Figure 1. Placement view (run 1).
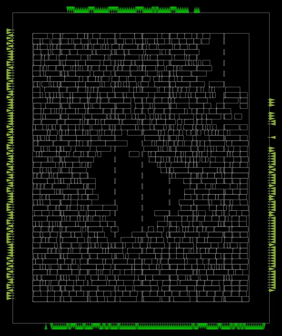
Figure 2. Placement density heat map (run 1).
13 x 16 tiles, from black (low) to pale yellow (high), 0 to 100% covered.
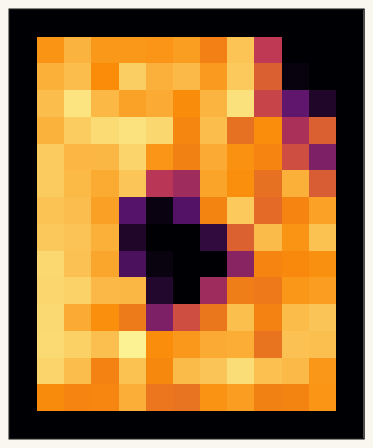
Figure 3. M3 wires (run 1).
Scale bar: 50 um.
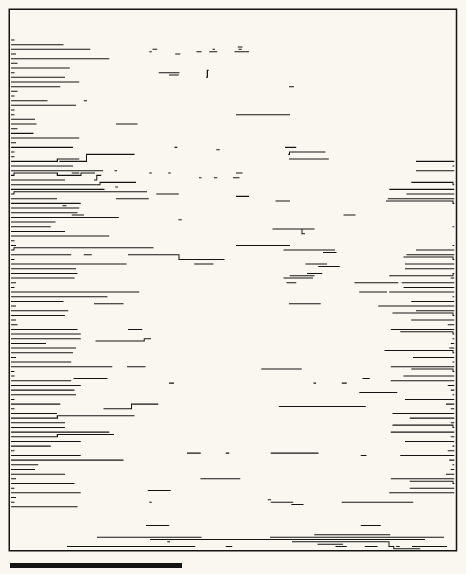
Figure 4. Logic cells by family (run 1).
Scale bar: 50 um.
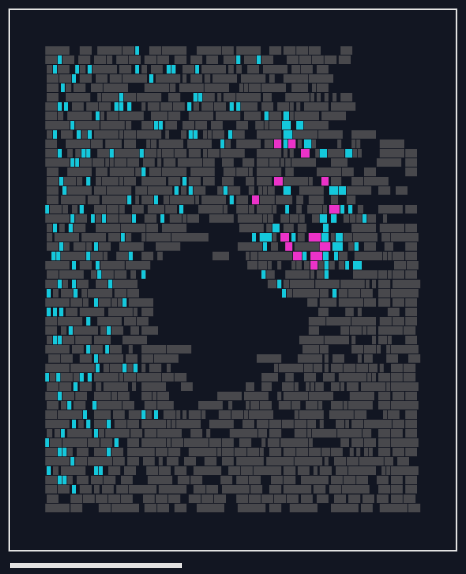
## config.mk

```make
export PLATFORM = sky130hd
export DESIGN_NAME = mem_interconnect
export DESIGN_NICKNAME = d
export VERILOG_FILES = /design/src/rtl/mem_interconnect.sv
export SDC_FILE = /design/constraint.sdc
export NUM_CORES = 1
export LEC_CHECK = 0
export CORE_ASPECT_RATIO = 1.25
export CORE_MARGIN = 10
export CORE_UTILIZATION = 44
export CTS_BUF_LIST = sky130_fd_sc_hd__clkbuf_8
export CTS_CLUSTER_DIAMETER = 150
export CTS_CLUSTER_SIZE = 28
export DETAILED_ROUTE_END_ITERATION = 8
export PLACE_DENSITY = 0.89
export SLEW_MARGIN = 20
export SYNTH_ARGS = -nofsm -noshare
export SYNTH_HDL_FRONTEND = slang
export SYNTH_SLANG_ARGS = --single-unit
```

## constraint.sdc

```tcl
create_clock -name clk -period 3.52 [get_ports clk]
set_clock_uncertainty 0.1 [all_clocks]
set_input_delay 0.528 -clock clk [delete_from_list [all_inputs] [get_ports clk]]
set_output_delay 0.528 -clock clk [all_outputs]
set_load 0.01 [all_outputs]
```

## src/rtl/mem_interconnect.sv

```systemverilog
// Registered single-master to NUM_SLAVES-slave memory interconnect with address
// decode, per-slave ready handshake, timeout watchdog and sticky error capture.
module mem_interconnect #(
  parameter int          NUM_SLAVES = 4,
  parameter int          SEL_LSB    = 22,
  parameter int          SEL_BITS   = 2,
  parameter int          TIMEOUT    = 255,
  parameter logic [31:0] ERR_RDATA  = 32'hDEAD_BEEF
) (
  input  logic                      clk,
  input  logic                      rst,
  input  logic [31:0]               cpu_addr_i,
  input  logic                      cpu_rstrb_i,
  input  logic [3:0]                cpu_wmask_i,
  input  logic [31:0]               cpu_wdata_i,
  output logic [31:0]               cpu_rdata_o,
  output logic                      cpu_ready_o,
  output logic [31:0]               s_addr_o,
  output logic [31:0]               s_wdata_o,
  output logic [NUM_SLAVES-1:0]     s_rstrb_o,
  output logic [4*NUM_SLAVES-1:0]   s_wmask_o,
  input  logic [32*NUM_SLAVES-1:0]  s_rdata_i,
  input  logic [NUM_SLAVES-1:0]     s_ready_i,
  output logic                      bus_err_o,
  output logic [31:0]               err_addr_o
);

  localparam int CNT_W = $clog2(TIMEOUT + 1);
  localparam logic [CNT_W-1:0]  CNT_LAST = CNT_W'(TIMEOUT);
  localparam logic [SEL_BITS:0] NUM_SL   = (SEL_BITS + 1)'(NUM_SLAVES);

  localparam logic [1:0] ST_IDLE = 2'd0;
  localparam logic [1:0] ST_REQ  = 2'd1;
  localparam logic [1:0] ST_WAIT = 2'd2;

  logic [1:0]              state_q, state_d;
  logic [31:0]             addr_q, addr_d;
  logic [31:0]             wdata_q, wdata_d;
  logic                    is_wr_q, is_wr_d;
  logic [SEL_BITS-1:0]     idx_q, idx_d;
  logic [CNT_W-1:0]        cnt_q, cnt_d;
  logic [31:0]             rdata_q, rdata_d;
  logic                    ready_q, ready_d;
  logic [NUM_SLAVES-1:0]   rstrb_q, rstrb_d;
  logic [4*NUM_SLAVES-1:0] wmask_q, wmask_d;
  logic                    err_q, err_d;
  logic [31:0]             err_addr_q, err_addr_d;

  logic [SEL_BITS-1:0]     req_idx_s;
  logic [NUM_SLAVES-1:0]   req_dec_s;
  logic                    req_unmapped_s;
  logic                    req_is_wr_s;
  logic                    accept_s;
  logic                    sel_ready_s;
  logic [31:0]             sel_rdata_s;
  logic [CNT_W-1:0]        cnt_inc_s;

  assign req_idx_s      = cpu_addr_i[SEL_LSB +: SEL_BITS];
  assign req_unmapped_s = ({1'b0, req_idx_s} >= NUM_SL);
  assign req_is_wr_s    = (cpu_wmask_i != 4'b0000);
  // A request seen while the completion pulse is out belongs to no transaction.
  assign accept_s       = !ready_q && (cpu_rstrb_i || req_is_wr_s);
  assign cnt_inc_s      = cnt_q + CNT_W'(1);

  always_comb begin
    req_dec_s   = '0;
    sel_ready_s = 1'b0;
    sel_rdata_s = 32'h0000_0000;
    for (int i = 0; i < NUM_SLAVES; i++) begin
      req_dec_s[i] = (req_idx_s == SEL_BITS'(i));
      sel_ready_s  = sel_ready_s | (s_ready_i[i] & (idx_q == SEL_BITS'(i)));
      sel_rdata_s  = sel_rdata_s | (s_rdata_i[32*i +: 32] & {32{idx_q == SEL_BITS'(i)}});
    end
  end

  always_comb begin
    state_d    = state_q;
    addr_d     = addr_q;
    wdata_d    = wdata_q;
    is_wr_d    = is_wr_q;
    idx_d      = idx_q;
    cnt_d      = cnt_q;
    rdata_d    = rdata_q;
    ready_d    = 1'b0;
    rstrb_d    = '0;
    wmask_d    = '0;
    err_d      = err_q;
    err_addr_d = err_addr_q;

    case (state_q)
      ST_IDLE: begin
        if (accept_s) begin
          addr_d  = cpu_addr_i;
          wdata_d = cpu_wdata_i;
          is_wr_d = req_is_wr_s;
          idx_d   = req_idx_s;
          cnt_d   = {CNT_W{1'b0}};
          if (req_unmapped_s) begin
            ready_d = 1'b1;
            err_d   = 1'b1;
            if (!req_is_wr_s) begin
              rdata_d = ERR_RDATA;
            end else begin
              rdata_d = rdata_q;
            end
            if (!err_q) begin
              err_addr_d = cpu_addr_i;
            end else begin
              err_addr_d = err_addr_q;
            end
          end else begin
            state_d = ST_REQ;
            for (int i = 0; i < NUM_SLAVES; i++) begin
              rstrb_d[i]       = req_dec_s[i] & !req_is_wr_s;
              wmask_d[4*i +: 4] = cpu_wmask_i & {4{req_dec_s[i]}};
            end
          end
        end else begin
          state_d = ST_IDLE;
        end
      end

      ST_REQ, ST_WAIT: begin
        if (sel_ready_s) begin
          ready_d = 1'b1;
          state_d = ST_IDLE;
          if (!is_wr_q) begin
            rdata_d = sel_rdata_s;
          end else begin
            rdata_d = rdata_q;
          end
        end else if (state_q == ST_REQ) begin
          state_d = ST_WAIT;
        end else if (cnt_inc_s == CNT_LAST) begin
          // Watchdog expired: answer the master with an error instead of hanging.
          ready_d = 1'b1;
          state_d = ST_IDLE;
          err_d   = 1'b1;
          if (!is_wr_q) begin
            rdata_d = ERR_RDATA;
          end else begin
            rdata_d = rdata_q;
          end
          if (!err_q) begin
            err_addr_d = addr_q;
          end else begin
            err_addr_d = err_addr_q;
          end
        end else begin
          cnt_d = cnt_inc_s;
        end
      end

      default: begin
        state_d = ST_IDLE;
      end
    endcase
  end

  always_ff @(posedge clk) begin
    if (rst) begin
      state_q    <= ST_IDLE;
      addr_q     <= 32'h0000_0000;
      wdata_q    <= 32'h0000_0000;
      is_wr_q    <= 1'b0;
      idx_q      <= {SEL_BITS{1'b0}};
      cnt_q      <= {CNT_W{1'b0}};
      rdata_q    <= 32'h0000_0000;
      ready_q    <= 1'b0;
      rstrb_q    <= '0;
      wmask_q    <= '0;
      err_q      <= 1'b0;
      err_addr_q <= 32'h0000_0000;
    end else begin
      state_q    <= state_d;
      addr_q     <= addr_d;
      wdata_q    <= wdata_d;
      is_wr_q    <= is_wr_d;
      idx_q      <= idx_d;
      cnt_q      <= cnt_d;
      rdata_q    <= rdata_d;
      ready_q    <= ready_d;
      rstrb_q    <= rstrb_d;
      wmask_q    <= wmask_d;
      err_q      <= err_d;
      err_addr_q <= err_addr_d;
    end
  end

  assign cpu_rdata_o = rdata_q;
  assign cpu_ready_o = ready_q;
  assign s_addr_o    = addr_q;
  assign s_wdata_o   = wdata_q;
  assign s_rstrb_o   = rstrb_q;
  assign s_wmask_o   = wmask_q;
  assign bus_err_o   = err_q;
  assign err_addr_o  = err_addr_q;

endmodule

```

==> reports/metrics.cfg, run 1 <==
[run_status]
status = complete, no violations

[logic_synthesis]
ys_async_sr_fraction_pct = 0
synth_warnings = 0
ys_ff = 161
synth_cell_types = 39
ys_cells = 718
synth-edff-count = 0
yosysSeqAreaShare_pct = 48.6
syn_inst = 718
syn-num-nets = 926
ys_area_um2 = 6640

[timing]
min_period_over_period_pct = 75.0
finalSetupViolations = 0
rsz0062_at_grt = false
hold_violations = 0
relSlewSlack_pct = 36.0
finalSetupTns_ns = 0

[clocking]
clockBufferDepth = 2
post_cts_resized = 0
clk_pin_slew_worst_paths_ns = 0.09
htree_num_levels = 4
cts_root_buf = clkbuf_8
ctsHoldBuffers = 0
numCtsBuffers = 17
cts_tree = built

[power]
pwr_density_cell_nw_per_um2 = 474
ir_drop_mv = 0.370

[placed_design]
port_buffers = 352
dp_cells = 1208
gp_congestion = 0.856

[grt]
grt_pass1_vias = 6941
antenna_found_initial = 0

[routing]
drc_errors = 0
avgViaCountPerCell = 5.32
ant_nets = 0

[setup_path]
critPathKind = reg2out
cp_max_fo = 35

[run]
warning_count = 29

[floorplan]
fp_util_pct = 44.6
die_w_um = 130

[layout]
drive_gt1_share_pct = 7.75
fillers = 1037
final_cell_area_um2 = 10700

Back to the opening pictures, Figure 1:
sequential cells: 161
row cnt: 50

Back to the opening pictures, Figure 2:
The fullest tile reaches 97%. The mean over all tiles is 51%. 45% of the tiles are over 75% full. 30% of the tiles are nearly empty. The emptiest ninth of the die: north-east.

Back to the opening pictures, Figure 3:
The longest straight run is 79.8 um. 211 nets have wire on it. The wires run mostly horizontal. The layer carries 2,830 um of wire. The layer holds 11% of the routed length.

Back to the opening pictures, Figure 4:
Key: NAND gates = cyan [cells 163]; AND and OR gates = magenta [cells 14]

run 1: synthesized netlist by cell type, types with 2 or more instances:
library cell	instances	area share, %
nor3_1	5	0.38
or4b_1	2	0.30
nor2_1	115	6.5
a31oi_1	3	0.28
mux4_2	33	11
mux2i_1	40	6.0
nand4_1	4	0.38
and2_1	3	0.28
dfxtp_1	161	49
o31ai_1	4	0.45
o21ai_0	7	0.53
nand3b_1	4	0.45
inv_1	6	0.34
nor3b_1	2	0.23
nand3_1	5	0.38
or3b_2	2	0.26
o21a_1	24	2.7
clkbuf_1	35	2.0
buf_2	10	0.75
nand2b_1	5	0.47
o22ai_1	2	0.19
ha_1	5	0.94
or3_1	4	0.38
a21oi_1	70	5.3
buf_1	7	0.40
nor4_1	2	0.19
nand2_1	144	8.1
or4_1	3	0.34
run 1: worst paths after layout:
check / start / to / slack [ns] / depth (start not counted)
max: s_addr_o[22] / s_addr_o[22] / 0.88 / 2
min: s_wdata_o[22] / s_wdata_o[22] / 0.36 / 2
max reg2reg: cnt_q[0] / cpu_rdata_o[21] / 0.94 / 8
min reg2reg: s_wdata_o[22] / s_wdata_o[22] / 0.36 / 2
run 1: per-stage QoR:
step                hold WS, ns  worst slack [ns]  total power, W  util (%)
floorplan                 0.370              1.24         0.00294         -
global placement          0.340             0.739         0.00372      69.0
detailed placement        0.348             0.623         0.00376      69.0
CTS                       0.358             0.809         0.00510      71.7
global route              0.371             0.726         0.00531      71.7
finish                    0.358             0.881         0.00506      71.7
run 1: where the power goes:
group          total, W  internal [W]  switching (W)
sequential      0.00213       0.00201       0.000118
clock           0.00134      0.000659       0.000681
combinational   0.00160      0.000826       0.000770
total           0.00506       0.00349        0.00157
run 1: area by class of cell:
class                           instances  area [um^2]  share of cell area (%)
Timing Repair Buffer                  361         3610                    33.9
Clock inverter                         10          100                   0.938
Tap cell                              182          228                    2.13
Multi-Input combinational cell        498         3180                    29.8
Clock buffer                           22          303                    2.84
Inverter                                6         22.5                   0.211
Sequential cell                       161         3220                    30.2
run 1: registers in the layout, summed over array words and instances, names as in the netlist:
name,count
err_addr_o,32
cnt_q,8
s_rstrb_o,4
s_addr_o,32
s_wdata_o,32
s_wmask_o,16
cpu_ready_o,1
cpu_rdata_o,32
state_q,2
bus_err_o,1
is_wr_q,1
run 1: cells by family (layout without fill, tap and decap cells):
kind of cell	after synthesis	in the layout	share of synthesized area, %
AND/OR/NAND/NOR	302	302	18.9
flip-flops	161	161	48.6
AND-OR/OR-AND	117	117	10.6
multiplexers	73	73	17.2
buffers and inverters	59	399	3.64
adder cells (fa/ha/maj)	5	5	0.943
XOR/XNOR	1	1	0.132
run 1: per-layer routing:
metal | vias to the layer above | wire length [um] | part of all wire [%]
met2 | 299 | 12800 | 50
met1 | 3129 | 8720 | 34
met5 | - | 0 | 0
met4 | 0 | 1030 | 4.0
li1 | 3104 | - | -
met3 | 65 | 2830 | 11
run 1: critical path, delay by kind of cell, from the launching register on:
kind,cells,cell delay (ns)
buffers and inverters,2,1.20
DFF,1,0.36
Figure 5. Port wiring (run 1).
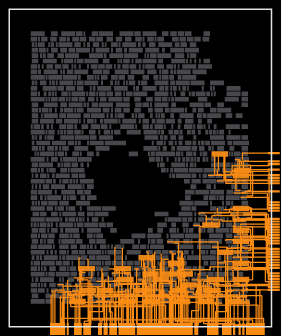

## Run 2: what changed since run 1
--- a/config.mk
+++ b/config.mk
@@ -7,12 +7,12 @@
 export LEC_CHECK = 0
 export CORE_ASPECT_RATIO = 1.25
 export CORE_MARGIN = 10
-export CORE_UTILIZATION = 44
+export CORE_UTILIZATION = 41
 export CTS_BUF_LIST = sky130_fd_sc_hd__clkbuf_8
 export CTS_CLUSTER_DIAMETER = 150
 export CTS_CLUSTER_SIZE = 28
 export DETAILED_ROUTE_END_ITERATION = 8
-export PLACE_DENSITY = 0.89
+export PLACE_DENSITY = 0.83
 export SLEW_MARGIN = 20
 export SYNTH_ARGS = -nofsm -noshare
 export SYNTH_HDL_FRONTEND = slang
==> constraint.sdc (replaced) <==
create_clock -name clk -period 2.6 [get_ports clk]
set_clock_uncertainty 0.1 [all_clocks]
set_input_delay 0.39 -clock clk [delete_from_list [all_inputs] [get_ports clk]]
set_output_delay 0.39 -clock clk [all_outputs]
set_load 0.01 [all_outputs]
Figure 6. Port wiring (run 2).
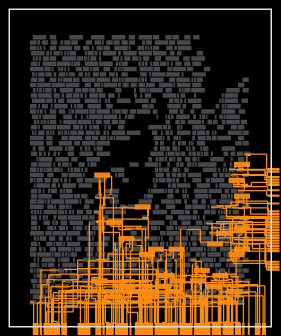
Key: `s_rdata_i` = orange [bits 128, direction input, end cells 32, buffers 128, wire 5,740 um]

Figure 7. M3 wires (run 2).
Scale bar: 50 um.
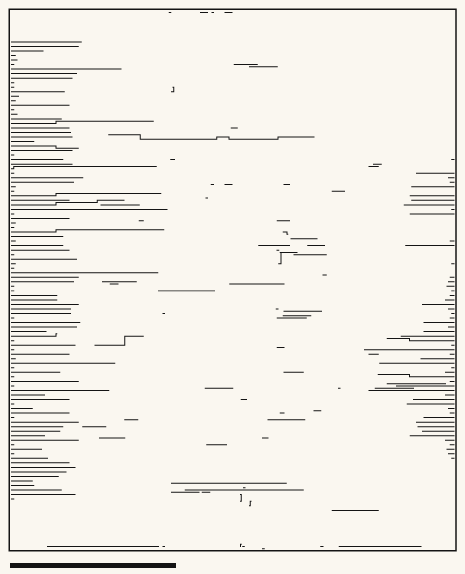
196 nets have wire on it. The longest straight run is 46.7 um. The layer carries 2,270 um of wire. The layer holds 8.5% of the routed length. The wires run mostly horizontal.

==> run 2 against run 1 <==
  * Global-route usage fell by 0.77 points
  * Non-clock buffer count rose by 13
  * Via count barely moved
  * Die area rose by 6.3%
  * Combinational power rose by 41%
  * Sequential power rose by 35%
  * Synthesized cell count did not move
  * Critical endpoint is now s_addr_o[23]
  * Largest cell class unchanged
  * Highest routed layer unchanged
==> reports/metrics.cfg, run 2 <==
[floorplan]
rows = 51
fp_util_pct = 42.1

[logic_synthesis]
top_area_cell = dfxtp_1
ys_async_sr_fraction_pct = 0
top_cell = dfxtp_1
syn-num-nets = 926
top_area_share_pct = 48.6
ys_area_um2 = 6640
syn_inst = 718
yosysSeqAreaShare_pct = 48.6
top_cells_by_area = dfxtp_1, mux4_2, nand2_1, nor2_1, mux2i_1
synth_cell_types = 39
synth-edff-count = 0
ys_cells = 718
top_cells_by_count = dfxtp_1, nand2_1, nor2_1, a21oi_1, mux2i_1

[layout]
combGateArea_um2 = 3180
drive_gt1_share_pct = 8.96
register_area_um2 = 3220
fin_util_pct = 68.6
fillers = 1218

[grt]
antenna_found_initial = 1
grt_pass1_vias = 6711
overflow = 0

[timing]
fin_hold_ws_ns = 0.171
min_period_over_period_pct = 91.5
rsz0062_at_grt = false
drv_slew = 0
relSlewSlack_pct = 35.7
finalSetupViolations = 0
finalSetupTns_ns = 0
hold_violations = 0

[clocking]
numCtsBuffers = 17
clk_pin_slew_worst_paths_ns = 0.09
cts_tree = built
ctsHoldBuffers = 0
htree_num_levels = 4

[power]
p_int_w = 0.00460
combPwrFrac_pct = 33.1
power_switching_w = 0.00218
sw_frac_of_total_pct = 32.2
ir_drop_mv = 0.407
seqPwrFrac_pct = 42.4

[run]
warning_count = 29

[setup_path]
cp_max_fo = 35
critical-path-top-delay-family = buffers and inverters
r2r_slack_ns = 0.24
critPathKind = reg2out
path_buffers = 2

[routing]
ant_nets = 0
drc_errors = 0
avgViaCountPerCell = 5.14

[run_status]
status = complete, no violations

[placed_design]
port_buffers = 352
gp_congestion = 0.971

Figure 8. Logic cells by family (run 2).
Scale bar: 50 um.
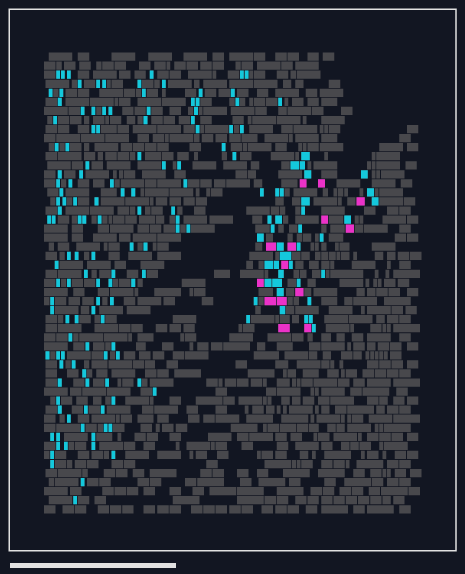
Key: AND and OR gates = magenta [cells 14]; NAND gates = cyan [cells 163]

[run 2: cell types whose count changed in the layout (fill, tap and decap cells not counted), moves of 2 or more]
cell,previous run,this run
clkinvlp_4,3,5
clkinv_2,0,3
clkbuf_8,22,18
buf_4,8,16
buf_12,2,6
[run 2: worst paths after layout]
path,from,to,depth (start not counted)
worst max-delay path,s_addr_o[23],s_addr_o[23],2
worst min-delay path,rst,state_q[1],3
worst max register to register,cnt_q[0],cnt_q[3],7
worst min register to register,s_wdata_o[4],s_wdata_o[4],2
[run 2: logic make-up after synthesis]
group,after synthesis,synth area share [%]
adders and majority gates,5,0.943
buffers and inverters,59,3.64
DFF,161,48.6
and+or+nand+nor,302,18.9
muxes,73,17.2
AOI/OAI and AO/OA,117,10.6
xor gates and xnor gates,1,0.132
[run 2: worst register-to-register path: cells and delay by family, from the launching register on]
family	cells	cell delay, ns
and+or+nand+nor	4	1.12
AOI/OAI and AO/OA	1	0.26
DFF	1	0.44
adders and majority gates	1	0.26
buffers and inverters	1	0.10
[run 2: final cells by class]
cell class,count,share of cell area [%]
Multi-Input combinational cell,498,29.4
Timing Repair Buffer,374,34.8
Tap cell,212,2.45
Clock buffer,18,2.29
Antenna cell,1,0.0231
Clock inverter,14,0.995
Inverter,6,0.208
Sequential cell,161,29.8
[run 2: power by group through the flow]
stage,combinational [W],clock [W],sequential [W]
2_1_floorplan,0.000952,0,0.00302
3_3_place_gp,0.00224,0,0.00292
3_5_place_dp,0.00225,0,0.00293
4_1_cts,0.00227,0.00170,0.00288
5_1_grt,0.00243,0.00181,0.00291
6_report,0.00225,0.00166,0.00288
[run 2: metal layers]
metal	GRT usage (%)	wire, um	up-vias
met4	8.33	696	0
met5	0	0	-
met1	25.6	9730	3172
met3	8.58	2260	36
met2	42.3	13800	268
li1	-	-	3126
[run 2: metrics by stage]
stage	cells	power (W)	worst slack, ns	cell area (um^2)
after floorplan	718	0.00397	0.344	6640
after global placement	1251	0.00515	-0.0127	10500
after detailed placement	1251	0.00519	-0.0924	10500
after CTS	1283	0.00684	0.0181	10800
after global routing	1284	0.00715	0.0869	10800
final	1284	0.00679	0.222	10800
[run 2: timing repair]
| item | in CTS | in global routing |
|---|---|---|
| endpoints found under the hold margin | 0 | 0 |
| resized | 0 | 1 |
| endpoints found under the setup margin | 0 | 1 |
## Run 3: what changed since run 2
--- a/config.mk
+++ b/config.mk
@@ -9,7 +9,6 @@
 export CORE_MARGIN = 10
 export CORE_UTILIZATION = 41
 export CTS_BUF_LIST = sky130_fd_sc_hd__clkbuf_8
-export CTS_CLUSTER_DIAMETER = 150
 export CTS_CLUSTER_SIZE = 28
 export DETAILED_ROUTE_END_ITERATION = 8
 export PLACE_DENSITY = 0.83
Figure 9. M3 wires (run 3).
Scale bar: 50 um.
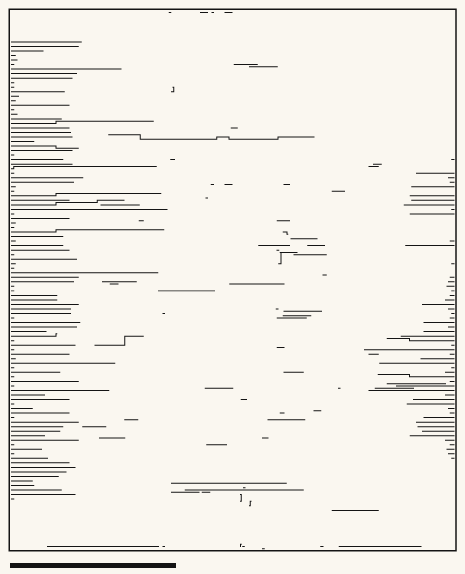
196 nets have wire on it. The layer holds 8.5% of the routed length. The wires run mostly horizontal.

Figure 10. Port wiring (run 3).
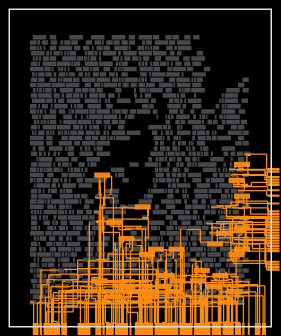
Key: `s_rdata_i` = orange [bits 128, direction input, end cells 32, buffers 128, wire 5,740 um]

==> run 3 against run 2 <==
  * Total power is the same
  * First-iteration DRC count is the same
  * Synthesized cell count is the same
  * Combinational power is essentially flat
  * Global-route usage is the same
  * Clock power is essentially flat
  * Register-to-register slack is essentially flat
  * Maximum frequency is the same
  * Die area is the same
  * Worst setup slack is the same
  * Worst hold slack is the same
  * Via count is the same
  * Critical path type unchanged
==> reports/metrics.cfg, run 3 <==
[routing]
ant_nets = 0
drc_errors = 0
drtIter0Drc = 383
dr.pass1.iters = 7
avgViaCountPerCell = 5.14
wl_um = 26500
routedWlPerCell_um = 20.7
num_vias = 6602

[logic_synthesis]
synth_warnings = 0
top_cells_by_count = dfxtp_1, nand2_1, nor2_1, a21oi_1, mux2i_1
synth_area_um2 = 6640
ys_area_um2 = 6640
syn_inst = 718
ys_ff = 161
synth-main-ff-cell = dfxtp_1
top_cells_by_area = dfxtp_1, mux4_2, nand2_1, nor2_1, mux2i_1
synth_cell_types = 39
syn_area_per_cell_um2 = 9.24
ys_cells = 718
top_area_share_pct = 48.6
top_area_cell = dfxtp_1
syn-num-nets = 926
synth-edff-count = 0
yosysSeqAreaShare_pct = 48.6
ys_async_sr_fraction_pct = 0
top_cell = dfxtp_1

[grt]
grt_pass1_vias = 6711
grt_usage_pct = 23.9
grt_pass1_wl_um = 40100
antenna_found_initial = 1
overflow = 0
grt_max_degree = 95

[timing]
finalSetupViolations = 0
drv_slew = 0
fmax_mhz = 420
tightest_slew_ns = 0.964
rsz0062_at_grt = false
relSlewSlack_pct = 35.7
hold_violations = 0
worst_slack_ns = 0.222
timing.final.crit_period_ns = 2.38
min_period_over_period_pct = 91.5

[layout]
area_delta_synth_final_pct = 63.0
lay_top_cells = clkdlybuf4s50_1, dfxtp_1, nand2_1
fillers = 1218
final_nets = 1266
drive_gt1_share_pct = 8.96
fin_util_pct = 68.6
lay_top_count = clkdlybuf4s50_1

[setup_path]
required_ns = 2.11
cp_max_fo = 35
crit_path_end_kind = output pin
cp-start-kind = flop
crit_arrival_ns = 1.89
critPathKind = reg2out

[run]
warning_count = 29
timing.max_cap.violations = 0

[clocking]
htree_num_levels = 4
clkLatencyLatePin_ns = 0.46
clk_pin_slew_worst_paths_ns = 0.09
ctsHoldBuffers = 0
numCtsBuffers = 17
clockBufferDepth = 2
cts.sinks = 161
cts_root_buf = clkbuf_8
cts_tree = built

[power]
leakage_nw = 4.26
ir_drop_mv = 0.407
pwr_density_cell_nw_per_um2 = 627

[placed_design]
place_ws_ns = -0.0924
dp_hpwl_um = 21000
port_buffers = 352
gp_congestion = 0.971

[floorplan]
ios = 353
die_h_um = 162
die_area_um2 = 21700
die_w_um = 134
fp_util_pct = 42.1
rows = 51
core_um2 = 15800

[run_status]
status = complete, no violations

[hold_path]
hold_class = in2reg

Figure 11. Logic cells by family (run 3).
Scale bar: 50 um.
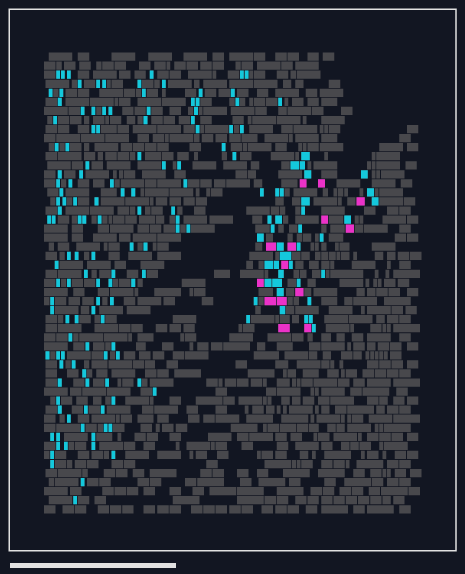
Key: NAND gates = cyan [cells 163]; AND and OR gates = magenta [cells 14]

run 3: logic make-up after synthesis:
family | share of synthesized area (%)
AOI/OAI and AO/OA | 10.6
and+or+nand+nor | 18.9
muxes | 17.2
DFF | 48.6
adders and majority gates | 0.943
xor gates and xnor gates | 0.132
buffers and inverters | 3.64
run 3: metal layers:
layer	wire, um	up-vias	GRT usage (%)
met2	13800	268	42.3
li1	-	3126	-
met4	696	0	8.33
met3	2260	36	8.58
met1	9730	3172	25.6
met5	0	-	0
run 3: area by class of cell:
type / count / area [um^2] / area share (%)
timing repair buffer: 374 / 3760 / 34.8
sequential: 161 / 3220 / 29.8
multi-input combinational: 498 / 3180 / 29.4
tap: 212 / 265 / 2.45
clock buffer: 18 / 248 / 2.29
clock inverter: 14 / 108 / 0.995
inverter: 6 / 22.5 / 0.208
antenna: 1 / 2.50 / 0.0231
run 3: what timing repair did:
item / in CTS / in global routing
buffers inserted: 0 / 0
resized: 0 / 1
setup endpoints to repair: 0 / 1
run 3: worst paths after layout:
check,end,cells past startpoint,slack [ns],startpoint
max reg2reg,cnt_q[3],7,0.24,cnt_q[0]
min reg2reg,s_wdata_o[4],2,0.36,s_wdata_o[4]
min,state_q[1],3,0.17,rst
max,s_addr_o[23],2,0.22,s_addr_o[23]
run 3: where the power goes:
part           switching [W]  total (W)  internal (W)
Clock               0.000969    0.00166      0.000695
Combinational        0.00106    0.00225       0.00119
Sequential          0.000158    0.00288       0.00272
Total                0.00218    0.00679       0.00460
run 3: worst max-delay path, stage by stage (launching register included):
cell and delay [ns]:
dfxtp_1 0.35, buf_4 0.42, clkdlybuf4s50_1 0.64
run 3: per-stage QoR:
| stage | std cells | instance area, um^2 | hold slack (ns) | setup TNS, ns | total power (W) |
|---|---|---|---|---|---|
| after floorplan | 718 | 6640 | 0.370 | 0 | 0.00397 |
| after CTS | 1283 | 10800 | 0.147 | 0 | 0.00684 |
| final | 1284 | 10800 | 0.171 | 0 | 0.00679 |
| after global placement | 1251 | 10500 | 0.341 | -0.249 | 0.00515 |
| after global routing | 1284 | 10800 | 0.146 | 0 | 0.00715 |
| after detailed placement | 1251 | 10500 | 0.346 | -1.99 | 0.00519 |
Power is estimated from default activity; no workload was simulated.
